==> config.mk <==
export PLATFORM = sky130hd
export DESIGN_NAME = axis_width_upsizer
export DESIGN_NICKNAME = d
export VERILOG_FILES = /design/src/rtl/axis_width_upsizer.sv
export SDC_FILE = /design/constraint.sdc
export NUM_CORES = 2
export LEC_CHECK = 0
export CORE_MARGIN = 5
export CORE_UTILIZATION = 45
export DETAILED_ROUTE_END_ITERATION = 6
export GPL_TIMING_DRIVEN = 0
export MAX_ROUTING_LAYER = met4
export PLACE_DENSITY_LB_ADDON = 0.12
export SLEW_MARGIN = 40
export SYNTH_ARGS = -nofsm -noshare
export SYNTH_HDL_FRONTEND = slang
export SYNTH_SLANG_ARGS = --single-unit
==> constraint.sdc <==
create_clock -name aclk -period 3.35 [get_ports aclk]
set_input_delay 0.335 -clock aclk [delete_from_list [all_inputs] [get_ports aclk]]
set_output_delay 0.335 -clock aclk [all_outputs]
set_load 0.05 [all_outputs]
==> src/rtl/axis_width_upsizer.sv <==
// AXI-Stream width upsizer: packs RATIO narrow slave beats into one wide master word.
// Two stages: a lane accumulator with a FILL/HOLD FSM, then a registered output slot.
module axis_width_upsizer #(
  parameter int S_TDATA_WIDTH = 64,
  parameter int RATIO         = 8,
  parameter int LANE_ORDER    = 0,
  localparam int M_TDATA_WIDTH = S_TDATA_WIDTH * RATIO,
  localparam int SK            = S_TDATA_WIDTH / 8,
  localparam int MK            = M_TDATA_WIDTH / 8
) (
  input  logic                     aclk,
  input  logic                     areset,
  input  logic [S_TDATA_WIDTH-1:0] S_AXIS_TDATA,
  input  logic [SK-1:0]            S_AXIS_TKEEP,
  input  logic                     S_AXIS_TVALID,
  input  logic                     S_AXIS_TLAST,
  output logic                     S_AXIS_TREADY,
  output logic [M_TDATA_WIDTH-1:0] M_AXIS_TDATA,
  output logic [MK-1:0]            M_AXIS_TKEEP,
  output logic                     M_AXIS_TVALID,
  output logic                     M_AXIS_TLAST,
  input  logic                     M_AXIS_TREADY,
  output logic                     partial_word
);

  localparam int CW = $clog2(RATIO);
  localparam logic [CW-1:0] LAST_LANE = CW'(RATIO - 1);

  localparam logic [0:0] FILL = 1'b0;
  localparam logic [0:0] HOLD = 1'b1;

  logic [0:0]               state;
  logic [CW-1:0]            cnt;
  logic [CW-1:0]            lane;
  logic [M_TDATA_WIDTH-1:0] acc_data;
  logic [MK-1:0]            acc_keep;
  logic                     acc_last;
  logic                     acc_partial;

  logic [M_TDATA_WIDTH-1:0] out_data;
  logic [MK-1:0]            out_keep;
  logic                     out_last;
  logic                     out_partial;
  logic                     out_valid;

  logic [M_TDATA_WIDTH-1:0] word_data;
  logic [MK-1:0]            word_keep;
  logic                     s_hs;
  logic                     m_hs;
  logic                     out_free;
  logic                     complete;
  logic                     word_partial;
  logic                     load_direct;
  logic                     load_hold;

  assign s_hs         = S_AXIS_TVALID && (state == FILL);
  assign m_hs         = out_valid && M_AXIS_TREADY;
  assign out_free     = !out_valid || M_AXIS_TREADY;
  assign complete     = s_hs && ((cnt == LAST_LANE) || S_AXIS_TLAST);
  assign word_partial = S_AXIS_TLAST && (cnt != LAST_LANE);
  assign load_direct  = complete && out_free;
  assign load_hold    = (state == HOLD) && out_free;

  // RATIO is a power of two, so RATIO-1-cnt is simply the bitwise inverse of cnt.
  assign lane = (LANE_ORDER == 1) ? ~cnt : cnt;

  // Accumulator contents merged with the beat arriving this cycle; the
  // accumulator is cleared after every word so unfilled lanes stay zero.
  always_comb begin
    word_data = acc_data;
    word_keep = acc_keep;
    word_data[int'(lane)*S_TDATA_WIDTH +: S_TDATA_WIDTH] = S_AXIS_TDATA;
    word_keep[int'(lane)*SK +: SK]                       = S_AXIS_TKEEP;
  end

  always_ff @(posedge aclk) begin
    if (areset) begin
      state       <= FILL;
      cnt         <= '0;
      acc_data    <= '0;
      acc_keep    <= '0;
      acc_last    <= 1'b0;
      acc_partial <= 1'b0;
    end else if (load_direct || load_hold) begin
      state       <= FILL;
      cnt         <= '0;
      acc_data    <= '0;
      acc_keep    <= '0;
      acc_last    <= 1'b0;
      acc_partial <= 1'b0;
    end else if (complete) begin
      state       <= HOLD;
      acc_data    <= word_data;
      acc_keep    <= word_keep;
      acc_last    <= S_AXIS_TLAST;
      acc_partial <= word_partial;
    end else if (s_hs) begin
      cnt      <= cnt + 1'b1;
      acc_data <= word_data;
      acc_keep <= word_keep;
    end
  end

  // Output slot only changes when it is empty or being drained this cycle.
  always_ff @(posedge aclk) begin
    if (areset) begin
      out_data    <= '0;
      out_keep    <= '0;
      out_last    <= 1'b0;
      out_partial <= 1'b0;
      out_valid   <= 1'b0;
    end else begin
      if (load_direct) begin
        out_data    <= word_data;
        out_keep    <= word_keep;
        out_last    <= S_AXIS_TLAST;
        out_partial <= word_partial;
      end else if (load_hold) begin
        out_data    <= acc_data;
        out_keep    <= acc_keep;
        out_last    <= acc_last;
        out_partial <= acc_partial;
      end
      if (load_direct || load_hold) begin
        out_valid <= 1'b1;
      end else if (m_hs) begin
        out_valid <= 1'b0;
      end
    end
  end

  assign S_AXIS_TREADY = (state == FILL);
  assign M_AXIS_TDATA  = out_data;
  assign M_AXIS_TKEEP  = out_keep;
  assign M_AXIS_TLAST  = out_last;
  assign M_AXIS_TVALID = out_valid;
  assign partial_word  = out_partial;

endmodule

==> flow_metrics.py <==
# Synthesis and PnR figures
metrics = {
    "cells_and_area": {
        "seq_area_um2": 23240,
        "inverters_excl_clock": 145,
        "syn2layout_area_growth_pct": 30.81,
        "layout.cells.most_common": "dfxtp_1",
        "largestClassByArea": "sequential cells",
        "most-common-layout-cells": "dfxtp_1, clkdlybuf4s50_1, nand2_1",
        "area_share_nonclk_buffers_pct": 16.95,
        "ff_count": 1161,
        "signal_buffers": 1263,
        "antennaDiodeCount": 23,
        "fin_nets": 5871,
        "seq_area_share_pct": 40.80,
        "instances_no_fill": 7183,
        "drive_gt1_share_pct": 8.481,
        "layout.comb_gates.multi_input": 3097,
        "clockNetworkAreaShare_pct": 6.880,
        "comb_area_um2": 17950,
        "comb_area_share_pct": 31.51,
        "design_area_um2": 56970,
    },
    "critical_path": {
        "critPathKind": "reg2reg",
        "reg2reg_from": "cnt[0]$_SDFFE_PP0P_",
        "path_delay_family": "buffers and inverters",
        "cp_max_fo": 10,
        "r2r_end": "acc_data[506]$_SDFFE_PP0P_",
        "path_depth": 9,
        "critPathCapture": "acc_data[506]$_SDFFE_PP0P_",
        "cp-startpoint": "cnt[0]$_SDFFE_PP0P_",
        "arrival_ns": 3.95,
        "worst-path-buf-inv": 3,
        "worstPathRequired_ns": 3.92,
        "endpoint_kind": "flop",
        "critPathLaunchType": "flop",
        "worstPathCellList": "ha_1, ha_1, o21a_1, o21ai_0, clkbuf_2, nand2_1, clkbuf_2, clkbuf_1, nor2_1",
        "timing.reg2reg.setup_slack_ns": -0.03,
        "reg2reg_depth": 9,
    },
    "die": {
        "dieArea_um2": 103100,
        "nWellTaps": 1276,
        "core_um2": 96420,
        "io_pins": 657,
        "fp-row-count": 114,
        "die_y_um": 321.1,
        "initCoreUtil_pct": 45.17,
        "die_x_um": 321.1,
    },
    "pwr": {
        "power_density_nw_per_um2": 566.5,
        "vdd_drop_max_uv": 457.9,
        "p_leak_nw": 20.00,
    },
    "grt": {
        "grt_overflow": 0,
        "grt_pass1_wl_um": 299100,
        "grt_max_degree": 16,
        "track_usage_pct": 40.54,
    },
    "final_timing": {
        "finalCritPeriodShare_pct": 100.8,
        "fin_worst_hold_slack_ns": 0.07697,
        "relSlewSlack_pct": 37.33,
        "finalHoldViolCount": 0,
        "final_max_slew_viol_count": 0,
        "setup_viol": 6,
        "tns_ns": -0.08725,
        "rsz0062_at_grt": "true",
        "skew_ns": 0.01159,
        "timing.final.ws_setup_ns": -0.02746,
        "fmax_ghz": 0.2961,
        "fin_crit_ns": 3.377,
        "worst_pin_slew_ns": 0.9401,
    },
    "synth": {
        "yosysChipArea_um2": 43560,
        "async_flop_share_pct": 0,
        "ys.flop_type": "dfxtp_1",
        "syn_inst": 4961,
        "synth_area_per_cell_um2": 8.780,
        "syn_nets": 5045,
        "ys_types": 49,
        "synth_area_leader_cell": "dfxtp_1",
        "edf_count": 0,
        "numSynthFlops": 1161,
        "synth_warnings": 0,
        "syn_area_um2": 43560,
        "area_leaders": "dfxtp_1, a22oi_1, o21ai_0",
        "ys_seq_share_pct": 53.36,
        "most_common_cell": "dfxtp_1",
        "top_area_share_pct": 53.36,
        "yosysCellCount": 4961,
    },
    "hold_path": {
        "min_from": "areset",
        "hold_path_depth": 2,
        "whs_endpoint": "partial_word$_SDFFE_PP0P_",
        "hold_class": "in2reg",
    },
    "clock_network": {
        "worstSkewPairLatency_ns": 0.72,
        "cts-root-buf": "clkbuf_16",
        "hold_buffers": 0,
        "clock-sinks": 1161,
        "post-cts-setup-buffer-count": 22,
        "cts_buffers": 119,
        "clk_path_buf_depth": 3,
        "h-tree-depth": 3,
        "tritoncts": "yes",
    },
    "routing": {
        "num_vias": 45460,
        "routed_wirelength_um": 215100,
        "viasPerCell": 6.329,
        "ant_nets": 0,
        "drt_iter0_markers": 6592,
        "firstDrtPassIters": 7,
        "drcViolationCount": 3,
    },
    "place": {
        "place.detailed.hpwl_um": 157200,
        "portBuffers": 655,
        "routabilityCongestion": 0.9812,
        "dpl_worst_slack_ns": -1.060,
        "dpl.cell_count": 6923,
        "placed_area_um2": 52350,
    },
    "outcome": {
        "violations": "design-rule violations, negative setup slack",
        "run_status": "finished with violations",
    },
    "run": {
        "warnings": 33,
    },
}
[logic make-up after synthesis]
family | synth area share, %
buffers and inverters | 6.237
AND/OR/NAND/NOR | 14.09
XOR/XNOR | 0.02011
AND-OR/OR-AND | 26.09
adder cells (fa/ha/maj) | 0.2011
flip-flops | 53.36
[power breakdown]
part	leakage [nW]	internal [W]	switching (W)	total, W
logic	8.64	0.00101	0.00329	0.00429
clock network	1.95	0.00775	0.00583	0.0136
registers	9.40	0.0141	0.000281	0.0144
[metal layers]
metal / GRT usage [%] / vias to the layer above / wire (um)
met3: 9.778 / 693 / 24980
li1: - / 19560 / -
met1: 51.12 / 22130 / 81870
met5: - / - / 0
met4: 25.85 / 0 / 16980
met2: 58.35 / 3077 / 91300
==> images/m4.png <==
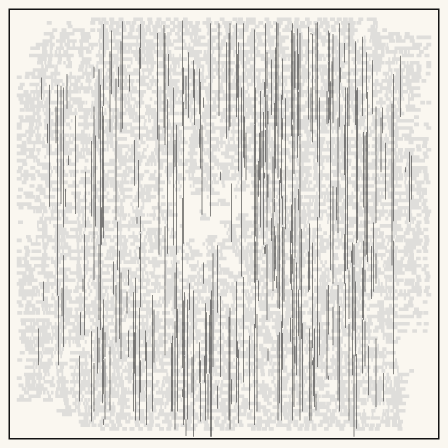
share of all routed wire	7.9%
longest straight run	184 um
nets with wire on the layer	223
wire length on this layer	17000 um
main direction	vertical

==> images/layers.png <==
Two of the layers only.
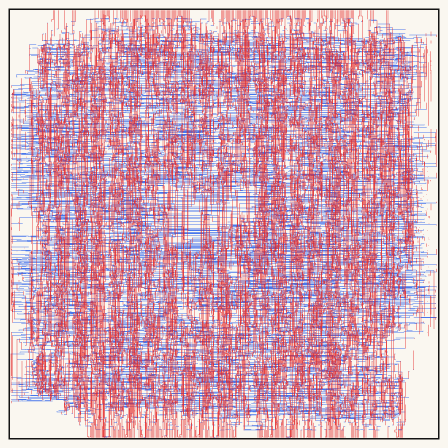
colour	layer	wire length
red	M2	91.3 mm
blue	M1	81.9 mm

==> images/floorplan.png <==
Scale bar: 100 um. Pins as bars on the die edge. Tap cells in grey.
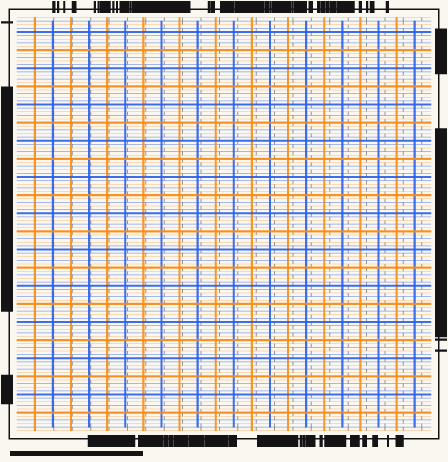
colour	net
blue	VDD
orange	VSS
met5 straps	22
rows	114

==> images/congestion_map.png <==
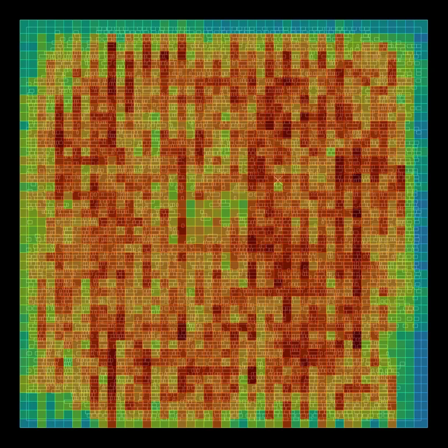
met2 Use GR: 58.35%
gr busiest metal: met2
final core occ: 59.09%
Wirelength per Cell: 29.95 um

Power and IR drop assume default switching activity.
